$ cat src/rtl/sdram_arb_pkg.sv
// ---------------------------------------------------------------------------
// sdram_arb_pkg
// Shared definitions for the SDRAM port arbiter and the sdram_controller
// wrappers: bus widths, the arbiter state encoding and the starvation-counter
// update rule.
// ---------------------------------------------------------------------------
package sdram_arb_pkg;

    // SDRAM word address and data widths used on both sides of the arbiter
    localparam int SDRAM_ADDR_W = 24;
    localparam int SDRAM_DATA_W = 16;

    // Width of the write-starvation counter (limit may be anything 1..255)
    localparam int STARVE_W = 8;

    // Arbiter transaction states: one transaction is in flight at a time
    typedef enum logic [2:0] {
        IDLE     = 3'd0,
        ISSUE_WR = 3'd1,
        ISSUE_RD = 3'd2,
        WAIT_WR  = 3'd3,
        WAIT_RD  = 3'd4
    } arb_state_t;

    // Next value of the starvation counter.
    // A write grant always clears it. A read grant taken while a write is
    // waiting counts one more "skip" of the write, saturating at the limit.
    // An idle cycle with no write pending means nobody is starving, so the
    // count is cleared there as well.
    function automatic logic [STARVE_W-1:0] starve_update(
        input logic [STARVE_W-1:0] cnt,
        input logic [STARVE_W-1:0] limit,
        input logic                grant_rd,
        input logic                grant_wr,
        input logic                wr_valid,
        input logic                idle
    );
        logic [STARVE_W-1:0] result;
        result = cnt;
        if (grant_wr) begin
            result = '0;
        end else if (grant_rd && wr_valid) begin
            if (cnt < limit) begin
                result = cnt + 8'd1;
            end
        end else if (idle && !wr_valid) begin
            result = '0;
        end
        return result;
    endfunction

endpackage

$ cat src/rtl/sdram_port_arbiter_if.sv
// ---------------------------------------------------------------------------
// sdram_port_arbiter_if
// Bundles every handshake and bus signal around the arbiter:
//   wr_req_*   : renderer pixel-store write request port
//   rd_req_*   : display framebuffer fetch read request port
//   rd_resp_*  : read response strobe and data back to the fetch logic
//   ctrl_*     : host interface of sdram_controller
// Modports:
//   slave  : the arbiter's view (takes requests, drives the controller)
//   master : the surrounding logic's view (requesters plus controller)
// ---------------------------------------------------------------------------
interface sdram_port_arbiter_if
    import sdram_arb_pkg::*;
#(
    parameter int ADDR_W = SDRAM_ADDR_W,
    parameter int DATA_W = SDRAM_DATA_W
) ();

    // Write request port
    logic              wr_req_valid;
    logic              wr_req_ready;
    logic [ADDR_W-1:0] wr_req_addr;
    logic [DATA_W-1:0] wr_req_data;

    // Read request port and its response
    logic              rd_req_valid;
    logic              rd_req_ready;
    logic [ADDR_W-1:0] rd_req_addr;
    logic              rd_resp_valid;
    logic [DATA_W-1:0] rd_resp_data;

    // sdram_controller host interface
    logic [ADDR_W-1:0] ctrl_wr_addr;
    logic [DATA_W-1:0] ctrl_wr_data;
    logic              ctrl_wr_enable;
    logic [ADDR_W-1:0] ctrl_rd_addr;
    logic              ctrl_rd_enable;
    logic [DATA_W-1:0] ctrl_rd_data;
    logic              ctrl_rd_ready;
    logic              ctrl_busy;

    modport slave (
        input  wr_req_valid, wr_req_addr, wr_req_data,
        input  rd_req_valid, rd_req_addr,
        input  ctrl_rd_data, ctrl_rd_ready, ctrl_busy,
        output wr_req_ready, rd_req_ready,
        output rd_resp_valid, rd_resp_data,
        output ctrl_wr_addr, ctrl_wr_data, ctrl_wr_enable,
        output ctrl_rd_addr, ctrl_rd_enable
    );

    modport master (
        output wr_req_valid, wr_req_addr, wr_req_data,
        output rd_req_valid, rd_req_addr,
        output ctrl_rd_data, ctrl_rd_ready, ctrl_busy,
        input  wr_req_ready, rd_req_ready,
        input  rd_resp_valid, rd_resp_data,
        input  ctrl_wr_addr, ctrl_wr_data, ctrl_wr_enable,
        input  ctrl_rd_addr, ctrl_rd_enable
    );

endinterface

$ cat src/rtl/sdram_arb_prio.sv
// ---------------------------------------------------------------------------
// sdram_arb_prio
// Grant selection between the read and write ports plus the write
// starvation counter. Reads win by default (scanout is latency critical);
// once WR_MAX_WAIT reads have been granted over a pending write, the write
// is forced through next.
// Ports:
//   clk, rst_n : clock, asynchronous active-low reset
//   wr_valid   : write request pending
//   rd_valid   : read request pending
//   accept     : the arbiter can take a request this cycle
//   idle       : the arbiter is in its idle state
//   grant_rd   : read request is accepted this cycle
//   grant_wr   : write request is accepted this cycle
// ---------------------------------------------------------------------------
module sdram_arb_prio
    import sdram_arb_pkg::*;
#(
    parameter int WR_MAX_WAIT = 8
) (
    input  logic clk,
    input  logic rst_n,
    input  logic wr_valid,
    input  logic rd_valid,
    input  logic accept,
    input  logic idle,
    output logic grant_rd,
    output logic grant_wr
);

    localparam logic [STARVE_W-1:0] STARVE_LIMIT = STARVE_W'(WR_MAX_WAIT);

    logic [STARVE_W-1:0] starve_cnt;
    logic                wr_forced;

    // Grant select: the read port wins unless a pending write has already
    // been passed over the maximum number of times. Both grants are gated by
    // accept, so at most one is ever high and neither is high when the
    // arbiter cannot take a request.
    always_comb begin
        wr_forced = wr_valid && (starve_cnt == STARVE_LIMIT);
        grant_rd  = accept && rd_valid && !wr_forced;
        grant_wr  = accept && wr_valid && !(rd_valid && !wr_forced);
    end

    // Starvation counter: advanced or cleared according to the grant
    // taken this cycle and whether a write is waiting.
    always_ff @(posedge clk or negedge rst_n) begin
        if (!rst_n) begin
            starve_cnt <= '0;
        end else begin
            starve_cnt <= starve_update(starve_cnt, STARVE_LIMIT, grant_rd,
                                        grant_wr, wr_valid, idle);
        end
    end

endmodule

$ cat src/rtl/sdram_port_arbiter.sv
// ---------------------------------------------------------------------------
// sdram_port_arbiter
// Shares the single host interface of sdram_controller between the display
// framebuffer fetch (read port) and the renderer pixel store (write port).
// One transaction is in flight at a time: the request is latched into the
// ctrl_* registers, the enable is held until the controller reports busy,
// then the arbiter waits for the transaction to finish before going idle.
// Read data comes back on a one-cycle rd_resp_valid strobe.
// Ports:
//   clk   : system clock, shared with sdram_controller
//   rst_n : asynchronous active-low reset
//   bus   : request ports, read response and controller host interface
// ---------------------------------------------------------------------------
module sdram_port_arbiter
    import sdram_arb_pkg::*;
#(
    parameter int WR_MAX_WAIT = 8
) (
    input  logic                 clk,
    input  logic                 rst_n,
    sdram_port_arbiter_if.slave  bus
);

    arb_state_t state;
    arb_state_t state_next;

    logic idle;
    logic accept;
    logic grant_rd;
    logic grant_wr;
    logic load_wr;
    logic load_rd;
    logic capture;

    // Requests are only taken in IDLE, out of reset, and once the controller
    // has dropped busy from the previous transaction.
    always_comb begin
        idle   = (state == IDLE);
        accept = idle && rst_n && !bus.ctrl_busy;
    end

    sdram_arb_prio #(
        .WR_MAX_WAIT (WR_MAX_WAIT)
    ) u_prio (
        .clk      (clk),
        .rst_n    (rst_n),
        .wr_valid (bus.wr_req_valid),
        .rd_valid (bus.rd_req_valid),
        .accept   (accept),
        .idle     (idle),
        .grant_rd (grant_rd),
        .grant_wr (grant_wr)
    );

    // The readies are the grants themselves, so a request is accepted in the
    // very cycle it is granted.
    always_comb begin
        bus.rd_req_ready = grant_rd;
        bus.wr_req_ready = grant_wr;
    end

    // State register.
    always_ff @(posedge clk or negedge rst_n) begin
        if (!rst_n) begin
            state <= IDLE;
        end else begin
            state <= state_next;
        end
    end

    // Next-state logic and datapath strobes.
    // A read response that arrives before busy was seen still completes the
    // read, since the controller may finish a short access in one go.
    always_comb begin
        state_next = state;
        load_wr    = 1'b0;
        load_rd    = 1'b0;
        capture    = 1'b0;
        case (state)
            IDLE: begin
                if (grant_wr) begin
                    state_next = ISSUE_WR;
                    load_wr    = 1'b1;
                end else if (grant_rd) begin
                    state_next = ISSUE_RD;
                    load_rd    = 1'b1;
                end
            end
            ISSUE_WR: begin
                if (bus.ctrl_busy) begin
                    state_next = WAIT_WR;
                end
            end
            ISSUE_RD: begin
                if (bus.ctrl_rd_ready) begin
                    state_next = IDLE;
                    capture    = 1'b1;
                end else if (bus.ctrl_busy) begin
                    state_next = WAIT_RD;
                end
            end
            WAIT_WR: begin
                if (!bus.ctrl_busy) begin
                    state_next = IDLE;
                end
            end
            WAIT_RD: begin
                if (bus.ctrl_rd_ready) begin
                    state_next = IDLE;
                    capture    = 1'b1;
                end
            end
            default: begin
                state_next = IDLE;
            end
        endcase
    end

    // Controller-side registers and the read response.
    // The enables are registered decodes of the next state, so each is high
    // exactly while the FSM sits in the matching ISSUE state and they can
    // never be high together. Address and data only change on a load, which
    // keeps them stable through ISSUE and WAIT. rd_resp_valid follows the
    // capture strobe by one cycle and is therefore a single-cycle pulse.
    always_ff @(posedge clk or negedge rst_n) begin
        if (!rst_n) begin
            bus.ctrl_wr_addr   <= '0;
            bus.ctrl_wr_data   <= '0;
            bus.ctrl_wr_enable <= 1'b0;
            bus.ctrl_rd_addr   <= '0;
            bus.ctrl_rd_enable <= 1'b0;
            bus.rd_resp_valid  <= 1'b0;
            bus.rd_resp_data   <= '0;
        end else begin
            bus.ctrl_wr_enable <= (state_next == ISSUE_WR);
            bus.ctrl_rd_enable <= (state_next == ISSUE_RD);
            bus.rd_resp_valid  <= capture;
            if (load_wr) begin
                bus.ctrl_wr_addr <= bus.wr_req_addr;
                bus.ctrl_wr_data <= bus.wr_req_data;
            end
            if (load_rd) begin
                bus.ctrl_rd_addr <= bus.rd_req_addr;
            end
            if (capture) begin
                bus.rd_resp_data <= bus.ctrl_rd_data;
            end
        end
    end

    // Structural properties of the arbiter outputs.
    always @(posedge clk) begin
        if (rst_n) begin
            assert (!(bus.ctrl_wr_enable && bus.ctrl_rd_enable));
            assert (!(bus.wr_req_ready && bus.rd_req_ready));
        end
    end

endmodule
$ cat src/flat_wrapper.sv
// flat-port wrapper written by rule: the top's interface ports become plain ports
module sdram_port_arbiter_flat import sdram_arb_pkg::*;
#(
    parameter int WR_MAX_WAIT = 8
)
  (clk, rst_n, bus_wr_req_valid, bus_wr_req_addr, bus_wr_req_data, bus_rd_req_valid, bus_rd_req_addr, bus_ctrl_rd_data, bus_ctrl_rd_ready, bus_ctrl_busy, bus_wr_req_ready, bus_rd_req_ready, bus_rd_resp_valid, bus_rd_resp_data, bus_ctrl_wr_addr, bus_ctrl_wr_data, bus_ctrl_wr_enable, bus_ctrl_rd_addr, bus_ctrl_rd_enable);
  sdram_port_arbiter_if bus_i ();
  input  logic clk;
  input  logic rst_n;
  input wire logic [$bits(bus_i.wr_req_valid)-1:0] bus_wr_req_valid;
  input wire logic [$bits(bus_i.wr_req_addr)-1:0] bus_wr_req_addr;
  input wire logic [$bits(bus_i.wr_req_data)-1:0] bus_wr_req_data;
  input wire logic [$bits(bus_i.rd_req_valid)-1:0] bus_rd_req_valid;
  input wire logic [$bits(bus_i.rd_req_addr)-1:0] bus_rd_req_addr;
  input wire logic [$bits(bus_i.ctrl_rd_data)-1:0] bus_ctrl_rd_data;
  input wire logic [$bits(bus_i.ctrl_rd_ready)-1:0] bus_ctrl_rd_ready;
  input wire logic [$bits(bus_i.ctrl_busy)-1:0] bus_ctrl_busy;
  output wire logic [$bits(bus_i.wr_req_ready)-1:0] bus_wr_req_ready;
  output wire logic [$bits(bus_i.rd_req_ready)-1:0] bus_rd_req_ready;
  output wire logic [$bits(bus_i.rd_resp_valid)-1:0] bus_rd_resp_valid;
  output wire logic [$bits(bus_i.rd_resp_data)-1:0] bus_rd_resp_data;
  output wire logic [$bits(bus_i.ctrl_wr_addr)-1:0] bus_ctrl_wr_addr;
  output wire logic [$bits(bus_i.ctrl_wr_data)-1:0] bus_ctrl_wr_data;
  output wire logic [$bits(bus_i.ctrl_wr_enable)-1:0] bus_ctrl_wr_enable;
  output wire logic [$bits(bus_i.ctrl_rd_addr)-1:0] bus_ctrl_rd_addr;
  output wire logic [$bits(bus_i.ctrl_rd_enable)-1:0] bus_ctrl_rd_enable;
  assign bus_i.wr_req_valid = bus_wr_req_valid;
  assign bus_i.wr_req_addr = bus_wr_req_addr;
  assign bus_i.wr_req_data = bus_wr_req_data;
  assign bus_i.rd_req_valid = bus_rd_req_valid;
  assign bus_i.rd_req_addr = bus_rd_req_addr;
  assign bus_i.ctrl_rd_data = bus_ctrl_rd_data;
  assign bus_i.ctrl_rd_ready = bus_ctrl_rd_ready;
  assign bus_i.ctrl_busy = bus_ctrl_busy;
  assign bus_wr_req_ready = bus_i.wr_req_ready;
  assign bus_rd_req_ready = bus_i.rd_req_ready;
  assign bus_rd_resp_valid = bus_i.rd_resp_valid;
  assign bus_rd_resp_data = bus_i.rd_resp_data;
  assign bus_ctrl_wr_addr = bus_i.ctrl_wr_addr;
  assign bus_ctrl_wr_data = bus_i.ctrl_wr_data;
  assign bus_ctrl_wr_enable = bus_i.ctrl_wr_enable;
  assign bus_ctrl_rd_addr = bus_i.ctrl_rd_addr;
  assign bus_ctrl_rd_enable = bus_i.ctrl_rd_enable;
  sdram_port_arbiter #(.WR_MAX_WAIT(WR_MAX_WAIT)) u_core (.clk(clk), .rst_n(rst_n), .bus(bus_i));
endmodule
$ cat config.mk
export PLATFORM = sky130hd
export DESIGN_NAME = sdram_port_arbiter_flat
export DESIGN_NICKNAME = d
export VERILOG_FILES = /design/src/rtl/sdram_arb_pkg.sv /design/src/rtl/sdram_port_arbiter_if.sv /design/src/rtl/sdram_arb_prio.sv /design/src/rtl/sdram_port_arbiter.sv /design/src/flat_wrapper.sv
export SDC_FILE = /design/constraint.sdc
export NUM_CORES = 1
export LEC_CHECK = 0
export CAP_MARGIN = 20
export CORE_MARGIN = 3
export CORE_UTILIZATION = 42
export DETAILED_ROUTE_END_ITERATION = 10
export PLACE_DENSITY = 0.91
export RECOVER_POWER = 50
export SLEW_MARGIN = 30
export SYNTH_ARGS = -nofsm -noshare
export SYNTH_HDL_FRONTEND = slang
export SYNTH_SLANG_ARGS = --single-unit
$ cat constraint.sdc
create_clock -name clk -period 2.3 [get_ports clk]
set_clock_uncertainty 0.1 [all_clocks]
set_input_delay 0.575 -clock clk [delete_from_list [all_inputs] [get_ports clk]]
set_output_delay 0.575 -clock clk [all_outputs]
set_load 0.01 [all_outputs]
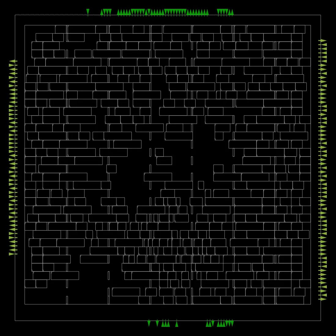
Fig. 1. Cell placement (run 1).
# rows: 34
# fillers: 639

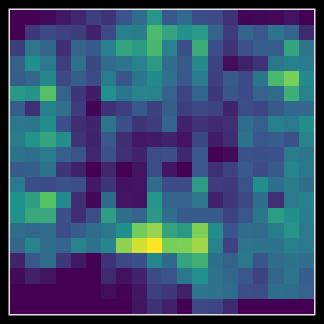
Fig. 2. Routed metal per tile (run 1).
Drawn at 3 px/um. 20 x 20 tiles, from dark purple (low) to yellow (high), scaled to the fullest tile. Values are wire area over tile area, all layers added.
nearly empty tiles: 9.2%
fullest tile: 0.53
tiles over half the peak: 11%

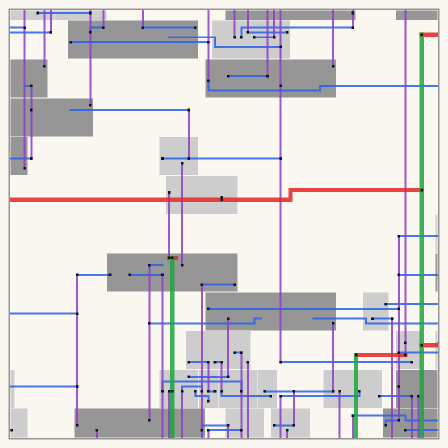
Fig. 3. A small window of the routed layout (run 1).
Region (36, 36) to (66, 66) um. Cells in gray, sequential cells in the stronger gray; small squares are vias.
[green] metal 4
[blue] metal 1
[purple] metal 2
[red] metal 3
cells with their middle in the window: 19
netlist names of flops here include: u_core.u_prio.starve_cnt (3), u_core.bus.ctrl_wr_addr (2)
sequential cells in the window: 6
most frequent: dfrtp_1 (6), buf_4 (4), clkbuf_2 (2)

==> results.toml, run 1 <==
# yosys + openroad results
[run_status]
status = "finished with violations"
violations = "negative setup slack"

[cells_and_area]
syn2layout_area_growth_pct = 56.3
nets = 519
regArea_sq_um = 2350
comb_area_share_pct = 23.4
nNonClkBuffers = 195
bufAreaShareNonClock_pct = 31.5
clkCellAreaFrac_pct = 3.23
seq_share_pct = 39.4
reg_top3 = "u_core.bus.ctrl_rd_addr (24), u_core.bus.ctrl_wr_addr (24)"
nMultiInputCombCells = 128

[logic_synthesis]
synthesis.instances = 233
synth-area-yosys_sq_um = 3810
synth_cell_types = 38
synth_area_leader_cell = "dfrtp_1"
synth.top_cell.area_share_pct = 61.7
syn_area_per_cell_sq_um = 16.4
ys_seq_share_pct = 61.7

[sta]
fmax_mhz = 410
holdWs_ns = 0.262
final_max_slew_viol_count = 0
setup-tns-final_ns = -2.14
setup_ws_ns = -0.137
hold_violations = 0
setup_viol = 42
tightest_slew_ns = 1.13

[grt]
grt_max_degree = 48
grtUsageMet2_pct = 31.2
grt_use_met1_pct = 22.5
grt.busiest_layer = "met2"
grt_pass1_vias = 2927
grt_util_met3_pct = 4.61
grt_overflow = 0
grt_pass1_wl_mm = 14.7

[placed_design]
dpl_cell_area_sq_um = 5760
dp_hpwl_mm = 7.20
io_buffers = 170
dp_slack_ns = -0.561

[floorplan]
tapCellCount = 108

[pwr]
sw_frac_of_total_pct = 30.0
p_per_area_nw_per_um2 = 1190
p_leak_nw = 2.68
ir_drop_v = 0.000650

[clocking]
cts_root_buf = "clkbuf_8"
clock_sinks = 94
cts_buffer_depth = 2

[setup_path]
cp_slowest_cell = "or4_4"
r2r_end = "u_core.bus.ctrl_wr_addr[22]$_DFFE_PN0P_"
worstSetupPathDepth = 5

[run]
warnings = 29

[detailed_routing]
wl_per_cell_um = 17.3
wl_mm = 9.41
antenna_left = 0
drc = 0
==> run 1: cells in the mapped netlist (all sizes together) <==
cell / number
a211o: 1
a211oi: 1
a21oi: 1
a41oi: 1
and3: 4
and4b: 1
and4bb: 1
buf: 7
clkbuf: 1
dfrtp: 94
ha: 2
inv: 3
mux2: 80
mux2i: 1
nand2: 5
nand2b: 2
nand3: 2
nand3b: 3
nand4b: 2
nor2: 5
nor2b: 2
nor3: 1
nor3b: 1
nor4: 1
o2111a: 1
o211ai: 1
o21a: 1
o21ai: 3
o22ai: 1
o31a: 1
o31ai: 1
or4: 1
xnor2: 1
==> run 1: repair_timing <==
item,CTS,global route
pin swaps,4,0
endpoints found under the setup margin,2,8
resized,14,1
buffers inserted,3,1
gates cloned,0,0
==> run 2: changes to the inputs <==
- clock period: 2.3 -> 2.65 ns (I/O delays scaled with it)
==> results.toml, run 2 <==
# yosys + openroad results
[cells_and_area]
regArea_sq_um = 2350
nMultiInputCombCells = 128
nNonClkBuffers = 187
clkCellAreaFrac_pct = 3.56
comb_area_share_pct = 23.4
syn2layout_area_growth_pct = 54.9
nets = 511
bufAreaShareNonClock_pct = 30.8
fin_util_pct = 67.4
nFillCells = 607
seq_share_pct = 39.8
reg_top3 = "u_core.bus.ctrl_rd_addr (24), u_core.bus.ctrl_wr_addr (24)"

[setup_path]
startpoint_type = "register"
r2r_setup_slack_ns = 0.31
r2r_end = "u_core.bus.ctrl_wr_addr[4]$_DFFE_PN0P_"

[grt]
grt_pass1_vias = 2748
grt_max_degree = 52
grt_overflow = 0
grtUsageMet2_pct = 28.5
grt_use_met1_pct = 22.3
grt_pass1_wl_mm = 13.8
grt.busiest_layer = "met2"
grt_util_met3_pct = 4.89

[pwr]
sw_frac_of_total_pct = 29.0
intPower_mw = 4.43
p_leak_nw = 2.65
p_per_area_nw_per_um2 = 1060
ir_drop_v = 0.000539

[run_status]
status = "complete, no violations"

[run]
max_cap_viol_count = 0

[clocking]
clock_sinks = 94
post-cts-setup-buffers = 2
clkTransAtPathRegs_ns = 0.09
clk_latency_ns = 0.34
post_cts_resized = 9
tritoncts = "done"
cts_root_buf = "clkbuf_8"
cts_buffer_depth = 2

[placed_design]
dpl_cell_area_sq_um = 5680
dp_hpwl_mm = 6.94
dp.cells = 515
io_buffers = 170
dp_slack_ns = -0.389

[floorplan]
rows = 34
tapCellCount = 108

[logic_synthesis]
ys_seq_share_pct = 61.7
synth.area.top_cells = "dfrtp_1, mux2_2, mux2_4"
async_reset_ff_share_pct = 100
synthesis.instances = 233
logic_family = "multiplexers"
flop_cell = "dfrtp_1"
synth_cell_types = 38
synth_area_leader_cell = "dfrtp_1"
yosysCellCount = 233
synth-compound-area-share_pct = 2.76
netlist_top_cells_count = "dfrtp_1, mux2_2, mux2_4"
syn_area_per_cell_sq_um = 16.4
edf_count = 0
synth-area-yosys_sq_um = 3810
synth.top_cell.area_share_pct = 61.7
syn_area_sq_um = 3810

[detailed_routing]
met2_length_mm = 4.27
wl_mm = 9.07
drc = 0
wl_per_cell_um = 17.0
antenna_left = 0

[sta]
setup_viol = 0
fmax_mhz = 387
hold_violations = 0
tightest_slew_ns = 1.01
holdWs_ns = 0.406
setup-tns-final_ns = 0
setup_ws_ns = 0.0687
final_max_slew_viol_count = 0
## run 2: cell counts after synthesis
No cell type changed its count.
## run 2: worst max-delay path by stage
stage	end	slack (ns)	startpoint	cells past startpoint
after detailed placement	bus_wr_req_ready	-0.39	bus_wr_req_valid	6
after global placement	bus_wr_req_ready	-0.34	bus_wr_req_valid	6
after CTS	bus_rd_req_ready	0.02	u_core.u_prio.starve_cnt[7]$_DFFE_PN0P_	5
final	bus_wr_req_ready	0.07	u_core.u_prio.starve_cnt[4]$_DFFE_PN0P_	6
after floorplan	bus_wr_req_ready	0.30	u_core.u_prio.starve_cnt[7]$_DFFE_PN0P_	5
after global routing	bus_wr_req_ready	0.003	u_core.u_prio.starve_cnt[4]$_DFFE_PN0P_	6
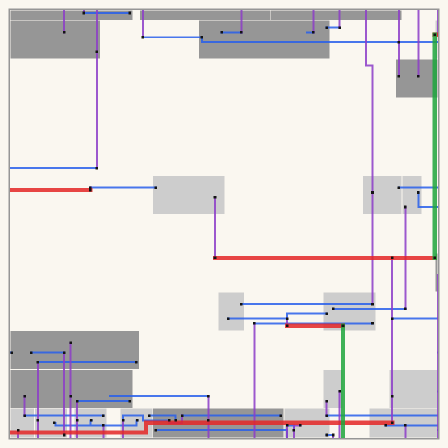
Fig. 4. A small window of the routed layout (run 2).
Region (36, 36) to (66, 66) um. Cells in gray, sequential cells in the stronger gray; small squares are vias.
[purple] metal 2
[green] metal 4
[blue] metal 1
[red] metal 3
cells with their middle in the window: 16
netlist names of flops here include: u_core.u_prio.starve_cnt (3)
sequential cells in the window: 5
most frequent: dfrtp_1 (5), and3_1 (3)

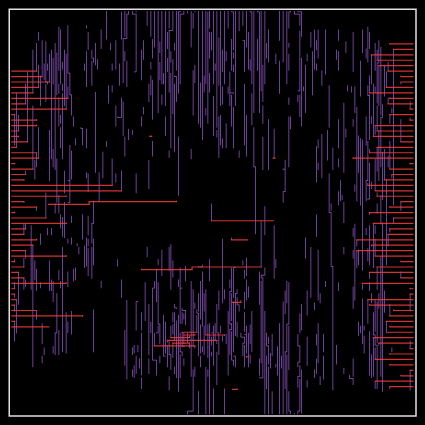
Fig. 5. Routed metal, one color a layer (run 2).
Drawn at 4 px/um. Two of the layers only.
[purple] metal 2 | wire length: 4,270 um
[red] metal 3 | wire length: 879 um

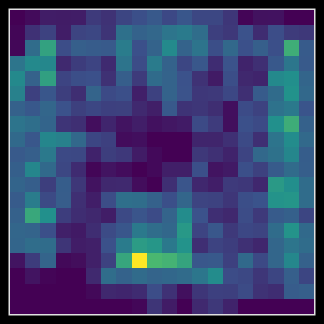
Fig. 6. Routed metal per tile (run 2).
Drawn at 3 px/um. 20 x 20 tiles, from dark purple (low) to yellow (high), scaled to the fullest tile. Values are wire area over tile area, all layers added.
nearly empty tiles: 9.5%
fullest tile: 0.64
tiles over half the peak: 4.8%
densest ninth of the die: south
mean over tiles: 0.15

==> run 3: changes to the inputs <==
- SLEW_MARGIN: 30 -> 0
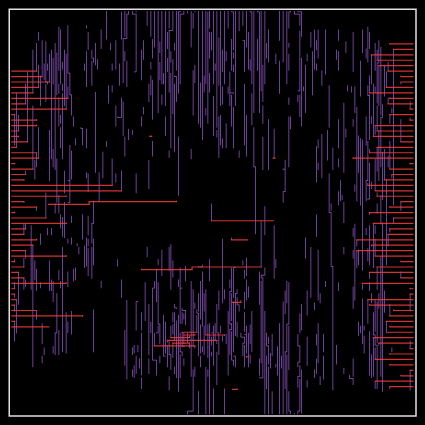
Fig. 7. Routed metal, one color a layer (run 3).
Drawn at 4 px/um. Two of the layers only.
[purple] metal 2 | wire length: 4,270 um
[red] metal 3 | wire length: 879 um

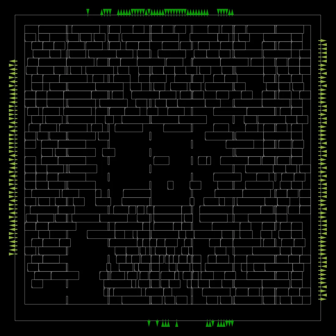
Fig. 8. Cell placement (run 3).
Post-Layout Cell Count: 535
# fillers: 607
flip-flops: 94

==> results.toml, run 3 <==
# yosys + openroad results
[run_status]
status = "complete, no violations"

[logic_synthesis]
flop_cell = "dfrtp_1"
synth_area_leader_cell = "dfrtp_1"
synth_cell_types = 38
synthesis.instances = 233
syn_area_per_cell_sq_um = 16.4
synth.area.top_cells = "dfrtp_1, mux2_2, mux2_4"

[sta]
setup_ws_ns = 0.0687
setup-tns-final_ns = 0
hold_violations = 0
final_max_slew_viol_count = 0
fmax_mhz = 387
setup_viol = 0

[cells_and_area]
nNonClkBuffers = 187
syn2layout_area_growth_pct = 54.9
reg_top3 = "u_core.bus.ctrl_rd_addr (24), u_core.bus.ctrl_wr_addr (24)"
comb_area_share_pct = 23.4
clkCellAreaFrac_pct = 3.56
regArea_sq_um = 2350
nMultiInputCombCells = 128
fin_util_pct = 67.4

[clocking]
cts_root_buf = "clkbuf_8"
cts_buffer_depth = 2

[pwr]
sw_frac_of_total_pct = 29.0
p_per_area_nw_per_um2 = 1060

[grt]
grt_overflow = 0
grt_util_met3_pct = 4.89
grt_pass1_vias = 2748
grt_pass1_wl_mm = 13.8
grt.busiest_layer = "met2"

[detailed_routing]
drc = 0
met2_length_mm = 4.27

[placed_design]
dp.cells = 515
dp_slack_ns = -0.389

[setup_path]
r2r_setup_slack_ns = 0.31
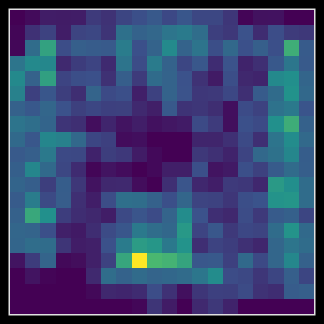
Fig. 9. Routed metal per tile (run 3).
Drawn at 3 px/um. 20 x 20 tiles, from dark purple (low) to yellow (high), scaled to the fullest tile. Values are wire area over tile area, all layers added.
mean over tiles: 0.15
fullest tile: 0.64
densest ninth of the die: south
tiles over half the peak: 4.8%
nearly empty tiles: 9.5%

[run 3: cell counts after synthesis]
No cell type changed its count.
[run 3: how the worst max path moves through the flow]
stage / from / end / slack (ns) / cells past startpoint
3_5_place_dp: bus_wr_req_valid / bus_wr_req_ready / -0.39 / 6
5_1_grt: u_core.u_prio.starve_cnt[4]$_DFFE_PN0P_ / bus_wr_req_ready / 0.003 / 6
4_1_cts: u_core.u_prio.starve_cnt[7]$_DFFE_PN0P_ / bus_rd_req_ready / 0.02 / 5
3_3_place_gp: bus_wr_req_valid / bus_wr_req_ready / -0.34 / 6
6_report: u_core.u_prio.starve_cnt[4]$_DFFE_PN0P_ / bus_wr_req_ready / 0.07 / 6
2_1_floorplan: u_core.u_prio.starve_cnt[7]$_DFFE_PN0P_ / bus_wr_req_ready / 0.30 / 5
